pins.png
Drawn at 4 px/um. Pins as bars across the die edge, other pins in grey.
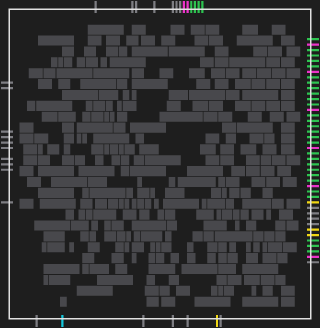
met2.png
Drawn at 4 px/um. Cells faint in the background.
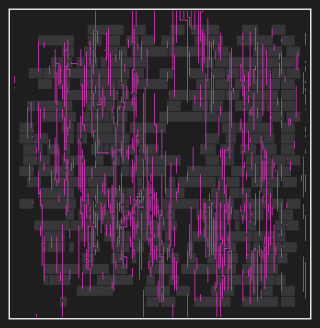
final_clocks.png
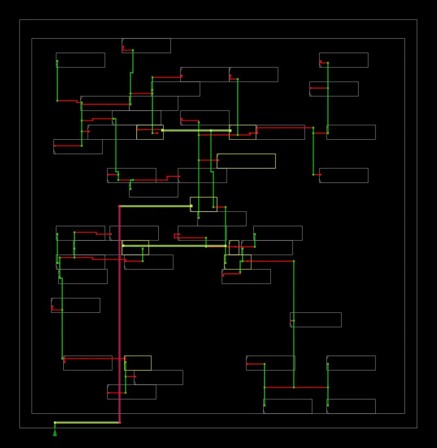
clock_map.png
Drawn at 8 px/um.
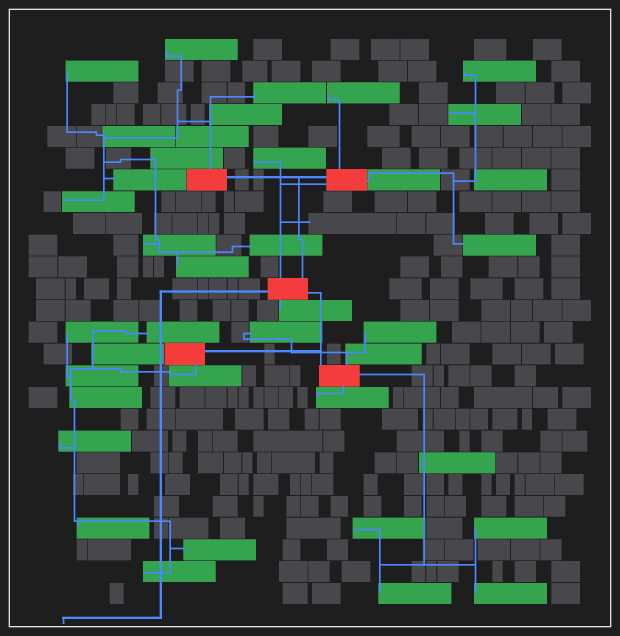
cell_classes.png
Drawn at 4 px/um. Fill, decap, tap and diode cells in grey.
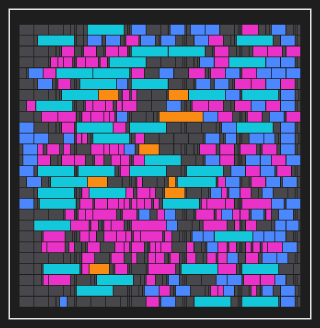
File: src/rtl/uart_tx_scheduler.sv
// Purpose: round-robin arbiter sharing one UART TX core between N_REQ byte producers, with inter-frame gap and start timeout.
// Latency: a byte accepted in IDLE cycle T raises tx_start in T+1; the next grant comes no earlier than GAP_CYC+1 clocks after tx_busy falls.
// Backpressure: req_ready is offered only in IDLE, one-hot to the round-robin winner; every requester stalls while a frame is in flight.
module uart_tx_scheduler #(
   parameter int N_REQ       = 4,
   parameter int GAP_CYC     = 16,
   parameter int TIMEOUT_CYC = 64,
   parameter int CNT_W       = 16,
   localparam int ID_W       = (N_REQ > 1) ? $clog2(N_REQ) : 1
) (
   input  logic                 clk,
   input  logic                 rst_n,
   input  logic [N_REQ-1:0]     req_valid,
   input  logic [8*N_REQ-1:0]   req_data,
   output logic [N_REQ-1:0]     req_ready,
   output logic                 tx_start,
   output logic [7:0]           tx_data,
   input  logic                 tx_busy,
   output logic [ID_W-1:0]      grant_id,
   output logic                 active,
   output logic                 timeout_err,
   output logic [CNT_W-1:0]     frame_cnt
);

   // One timer serves both the start timeout and the gap, since they never overlap.
   localparam int TMR_MAX = (TIMEOUT_CYC > GAP_CYC) ? TIMEOUT_CYC : GAP_CYC;
   localparam int TMR_W   = $clog2(TMR_MAX + 1);
   localparam logic [TMR_W-1:0] TO_LAST  = TMR_W'(TIMEOUT_CYC - 1);
   localparam logic [TMR_W-1:0] GAP_LAST = TMR_W'(GAP_CYC - 1);

   typedef enum logic [2:0] {
      ST_IDLE,
      ST_START,
      ST_WAIT_BUSY,
      ST_WAIT_DONE,
      ST_GAP
   } state_t;

   state_t             state_q, state_d;
   logic [ID_W-1:0]    last_q, last_d;
   logic [7:0]         tx_data_q, tx_data_d;
   logic [ID_W-1:0]    grant_q, grant_d;
   logic [TMR_W-1:0]   tmr_q, tmr_d;
   logic               err_q, err_d;
   logic [CNT_W-1:0]   frame_cnt_q, frame_cnt_d;

   logic [7:0]         req_byte [N_REQ];
   logic               win_vld;
   logic [ID_W-1:0]    win_idx;
   logic [ID_W-1:0]    cand;
   logic [TMR_W-1:0]   tmr_inc;

   assign tmr_inc     = tmr_q + TMR_W'(1);
   assign tx_start    = (state_q == ST_START);
   assign active      = (state_q != ST_IDLE);
   assign tx_data     = tx_data_q;
   assign grant_id    = grant_q;
   assign timeout_err = err_q;
   assign frame_cnt   = frame_cnt_q;

   // Split the flat request bus into one byte per requester.
   always_comb begin
      for (int i = 0; i < N_REQ; i++) begin
         req_byte[i] = req_data[8*i +: 8];
      end
   end

   // Round-robin search: first valid requester after the last one served, wrapping.
   always_comb begin
      win_vld = 1'b0;
      win_idx = '0;
      cand    = '0;
      for (int i = 1; i <= N_REQ; i++) begin
         cand = ID_W'((int'(last_q) + i) % N_REQ);
         if (!win_vld && req_valid[cand]) begin
            win_vld = 1'b1;
            win_idx = cand;
         end
      end
   end

   // Ready goes only to the winner and only while idle, so at most one byte is accepted per frame.
   always_comb begin
      req_ready = '0;
      if (state_q == ST_IDLE && win_vld) begin
         req_ready[win_idx] = 1'b1;
      end
   end

   // Next-state logic: accept, pulse start, wait for busy to rise and fall, then hold off for the gap.
   always_comb begin
      state_d     = state_q;
      last_d      = last_q;
      tx_data_d   = tx_data_q;
      grant_d     = grant_q;
      tmr_d       = tmr_q;
      err_d       = err_q;
      frame_cnt_d = frame_cnt_q;
      case (state_q)
         ST_IDLE: begin
            if (win_vld) begin
               tx_data_d = req_byte[win_idx];
               grant_d   = win_idx;
               last_d    = win_idx;
               state_d   = ST_START;
            end
         end
         ST_START: begin
            tmr_d   = '0;
            state_d = ST_WAIT_BUSY;
         end
         ST_WAIT_BUSY: begin
            // A busy already high during START is taken as the core having started.
            if (tx_busy) begin
               state_d = ST_WAIT_DONE;
            end else if (tmr_inc == TO_LAST) begin
               err_d   = 1'b1;
               state_d = ST_IDLE;
            end else begin
               tmr_d = tmr_inc;
            end
         end
         ST_WAIT_DONE: begin
            if (!tx_busy) begin
               frame_cnt_d = frame_cnt_q + CNT_W'(1);
               err_d       = 1'b0;
               tmr_d       = '0;
               state_d     = (GAP_CYC > 0) ? ST_GAP : ST_IDLE;
            end
         end
         ST_GAP: begin
            if (tmr_q == GAP_LAST) begin
               state_d = ST_IDLE;
            end else begin
               tmr_d = tmr_inc;
            end
         end
         default: state_d = ST_IDLE;
      endcase
   end

   // State registers; reset drops any pending byte and leaves requester 0 with first priority.
   always_ff @(posedge clk or negedge rst_n) begin
      if (!rst_n) begin
         state_q     <= ST_IDLE;
         last_q      <= ID_W'(N_REQ - 1);
         tx_data_q   <= 8'h00;
         grant_q     <= '0;
         tmr_q       <= '0;
         err_q       <= 1'b0;
         frame_cnt_q <= '0;
      end else begin
         state_q     <= state_d;
         last_q      <= last_d;
         tx_data_q   <= tx_data_d;
         grant_q     <= grant_d;
         tmr_q       <= tmr_d;
         err_q       <= err_d;
         frame_cnt_q <= frame_cnt_d;
      end
   end

endmodule
File: config.mk
export PLATFORM = sky130hd
export DESIGN_NAME = uart_tx_scheduler
export DESIGN_NICKNAME = d
export VERILOG_FILES = /design/src/rtl/uart_tx_scheduler.sv
export SDC_FILE = /design/constraint.sdc
export NUM_CORES = 1
export LEC_CHECK = 0
export CAP_MARGIN = 20
export CORE_AREA = 2 2 73 75
export CTS_CLUSTER_SIZE = 10
export DETAILED_ROUTE_END_ITERATION = 16
export DIE_AREA = 0 0 75 77
export MAX_ROUTING_LAYER = met4
export PLACE_DENSITY = 0.79
export SLEW_MARGIN = 5
export SYNTH_ARGS = -nofsm -noshare
export SYNTH_HDL_FRONTEND = slang
export SYNTH_SLANG_ARGS = --single-unit
File: constraint.sdc
create_clock -name clk -period 2.4 [get_ports clk]
set_input_delay 0.48 -clock clk [delete_from_list [all_inputs] [get_ports clk]]
set_output_delay 0.48 -clock clk [all_outputs]
set_load 0.03 [all_outputs]
==> run notes <==
Implementation results are summarized by area below.

Status
The run finished with clean final reports.

Global route
The via count of the first global-routing pass was 1,911. The global-route total usage across every layer is 19.9%. The largest net degree at the start of global routing is approximately 40. The total overflow left after global routing is 0. The first-pass GRT wire length is roughly 8700 um.

Routing
The DRC violation count after routing is 0. The first TritonRoute pass finished after 4 iterations. After detailed routing, the average wire length per cell comes to 14.4 um. The final layout contains routed wiring with a total length of 5440 um.

The first-iteration detailed-routing DRC count is 45. The via count of the routed design is a little under 2k. The mean number of vias per cell is 5.21. The number of nets with antenna violations after routing is 0.

Critical path
The depth of the most critical reg-to-reg path is 6. The reg-to-reg setup timing slack is 0.33 ns. STA lists the startpoint of the worst register-to-register path as tmr_q[0]$_DFFE_PN0P_.

The arrival time reported for the critical path endpoint is roughly 1.8 ns. The critical path capture point is req_ready[1]. The element type at the critical path end is an output pin. The startpoint class of the critical path is a primary input. The required time reported for the critical path endpoint is 1.92 ns. The kind of critical path is in -> out. STA lists the maximum fanout along the critical path as 6.

CTS
The clock tree buffer depth is 2. The count of cells resized by post-cts repair is 6. Per the repair_timing log after CTS, setup buffers inserted total 3.

Counting every sink on the clock net gives 39. The clock input transition at the sequential cells of the worst setup and hold paths is about 0.070 ns. The number of clock buffers inserted by TritonCTS is 5. The H-tree depth is 2. The post-cts hold buffer count is 0. Looking at the clock tree report, the root buffer type is clkbuf_8.

Final layout
Compared with the post-synthesis result, the final layout area differs by 46.3%. The total inserted antenna cells is 0. With fillers left out, the area of the finished cells amounts to about 3300 um^2.

The most frequent logic cell in the layout is clkdlybuf4s50_1. The most common logic cells in the final layout are clkdlybuf4s50_1, dfrtp_1, buf_4. At the end of the flow, the number of nets in the layout was 350. The finished layout holds approximately 380 standard cells, fillers aside.

The share of cells above drive strength 1 is about 21%.

Placement
The buffer_ports step reported a buffer count of 71. The number of placed instances, taps included, is 368. The instance area after placement is 3180 um^2. The total half-perimeter wirelength after legalization and detailed placement is between 3000 and 4000 um. At the placement stage, the worst setup path has a slack of -0.163 ns.

Synth
The area recorded from the Yosys report for this design is ~2300 um^2. After Yosys synthesis, AND-OR and OR-AND compound gates account for 11.0% of the synthesized area. The top-area cell type share of the netlist area is 40.6%.

Counting flops with a built-in enable in the synthesized netlist gives 0. The main combinational cell family by area after synthesis is simple AND/OR/NAND/NOR gates. For reference, XOR and XNOR gates occupy 7.25% of the area reported after synthesis. The fraction of synthesis flops using an asynchronous set or reset pin is 100%. The flip-flop and latch count after synthesis is 39. The count of yosys warnings during synthesis is 0. Sequential elements use a little over two fifths of the synthesized area. The mux share of post-synthesis cell area is between 10% and 20%. The synthesis report lists the most area-consuming cells as dfrtp_1, mux2i_1, mux2_2. For this design, Yosys synthesis ends with a cell count of 217. The basic-gate share of the synthesized area counting and, or, nand and nor cells is 17.2%. Synthesis produced a netlist whose cell count is between 200 and 250. The post-synthesis cell area is 2280 um^2. Synthesis produced a netlist with a net count of ~260. For reference, the post-synthesis area per instance comes to 10.5 um^2. The tally of unique sky130hd cells used after synthesis is 47. The commonest register cell is dfrtp_1. The adder-cell share of the synthesized area is 1.65%.

Timing
The setup slack of the critical path after layout is 0.106 ns. Setup repair after global routing left no endpoint under its margin. The final timing report lists a max-slew violation count of 0. The maximum operating frequency is 436 MHz. The setup-violating endpoint count in the final report is 0. The final critical delay including setup and external delays is 2.29 ns.

The final worst-path cycle share is 95.6%. At the pin with the least slew margin, the transition time is between 0.8 and 0.9 ns. The number of hold violations in the final report is 0. Headroom to the max-slew limit came out at 41.3%.

Worst hold path
The path class of the tightest hold or removal check is in -> async.

Flow run
Summing over the stages, the warning tally comes to 27. The report counts max-capacitance violations totalling 0.

Floorplanning
The chip occupies 5780 um^2. The number of rows created at floorplan is 26. Per the OpenROAD floorplan log, the area of the core is 4980 um^2. The I/O pin count is 72.

The die is ~75 um wide.

Power
The ratio of total power to cell area is 1060 nW/um^2. The highest supply drop recorded on VDD is 0.000537 V. The analysis attributes to cell leakage a power of between 1 and 1.5 nW.
Notes on pins.png above:
Key: green = req_data [pins 32, direction input, edge 28 east, 4 north]; yellow = req_ready [pins 4, direction output, edge 3 east, 1 south]; magenta = tx_data [pins 8, direction output, edge 6 east, 2 north]; cyan = rst_n [pins 1, direction input, edge south]
All pins by edge: 42 east, 13 north, 10 west, 7 south.

Notes on met2.png above:
The longest straight run is 31.6 um. 304 nets have wire on it. The layer holds 46% of the routed length. The wires run mostly vertical.

Notes on final_clocks.png above:
clock group total power: 0.566 mW
clk_lat worst skew: 0.29 ns

Notes on clock_map.png above:
Key: green = flip-flops [count 39]; red = cells driving clock nets [count 5]; blue = clock wires [length 509 um]
Position of the flops: spread over the die.

Notes on cell_classes.png above:
Key: blue = other buffers and delay cells [cells 95, share of their area 27%]; magenta = all other logic [cells 167, share of their area 39%]; orange = clock drivers and dummy loads [cells 8, share of their area 3.6%]; cyan = flops [cells 39, share of their area 30%]

[where the power goes]
group	total (mW)	switching, mW	internal (mW)
Combinational	1.96	1.01	0.954
Clock	0.566	0.229	0.337
Sequential	1.02	0.162	0.854
[layout make-up]
type / count / area, um^2
clock buffer: 6 / 82.6
clock inverter: 2 / 35.0
fill: 418 / 1640
inverter: 7 / 26.3
multi-input combinational: 160 / 1250
sequential: 39 / 978
tap: 70 / 87.6
timing repair buffer: 95 / 872
[state kept, by name, indices dropped and copies added, names as in the netlist]
name         cells
last_q           2
tx_data          8
state_q          3
tmr_q            7
grant_id         2
timeout_err      1
frame_cnt       16
[synth_stat cells, types with 3 or more instances]
cell      number
xnor2_1       11
xor2_1         6
nand3_1        5
and3_1         5
o21ai_0       10
nor2_1        12
nand2_1       15
nand4_1        5
o31ai_1        3
and2_1         4
dfrtp_1       37
mux2_2         9
clkbuf_1       5
buf_2          5
ha_1           3
inv_1          7
o221ai_1       3
nand2b_1       4
a21oi_1        7
mux2i_1       24
nor3_1         4
[layer usage]
layer,GRT usage (%),part of all wire [%]
met1,25.5,47
met2,31.8,46
met3,4.07,6.0
met4,5.36,0.74
met5,-,0
[per-stage QoR]
| stage | power [mW] | setup TNS (ns) | utilization [%] | hold WS [ns] |
|---|---|---|---|---|
| floorplan | 2.22 | 0 | - | 0.184 |
| global placement | 2.91 | -0.900 | 64.0 | 0.464 |
| detailed placement | 2.96 | -1.53 | 64.0 | 0.467 |
| CTS | 3.57 | 0 | 66.9 | 0.338 |
| global route | 3.77 | 0 | 67.0 | 0.378 |
| finish | 3.54 | 0 | 67.0 | 0.300 |
[worst max-delay path: stages]
cell,delay (ns)
dlygate4sd2_1,0.25
buf_4,0.13
nand2b_1,0.05
a21oi_1,0.19
a211oi_2,0.05
buf_4,0.16
nor4_2,0.28
buf_4,0.21
Power and IR drop assume default switching activity.
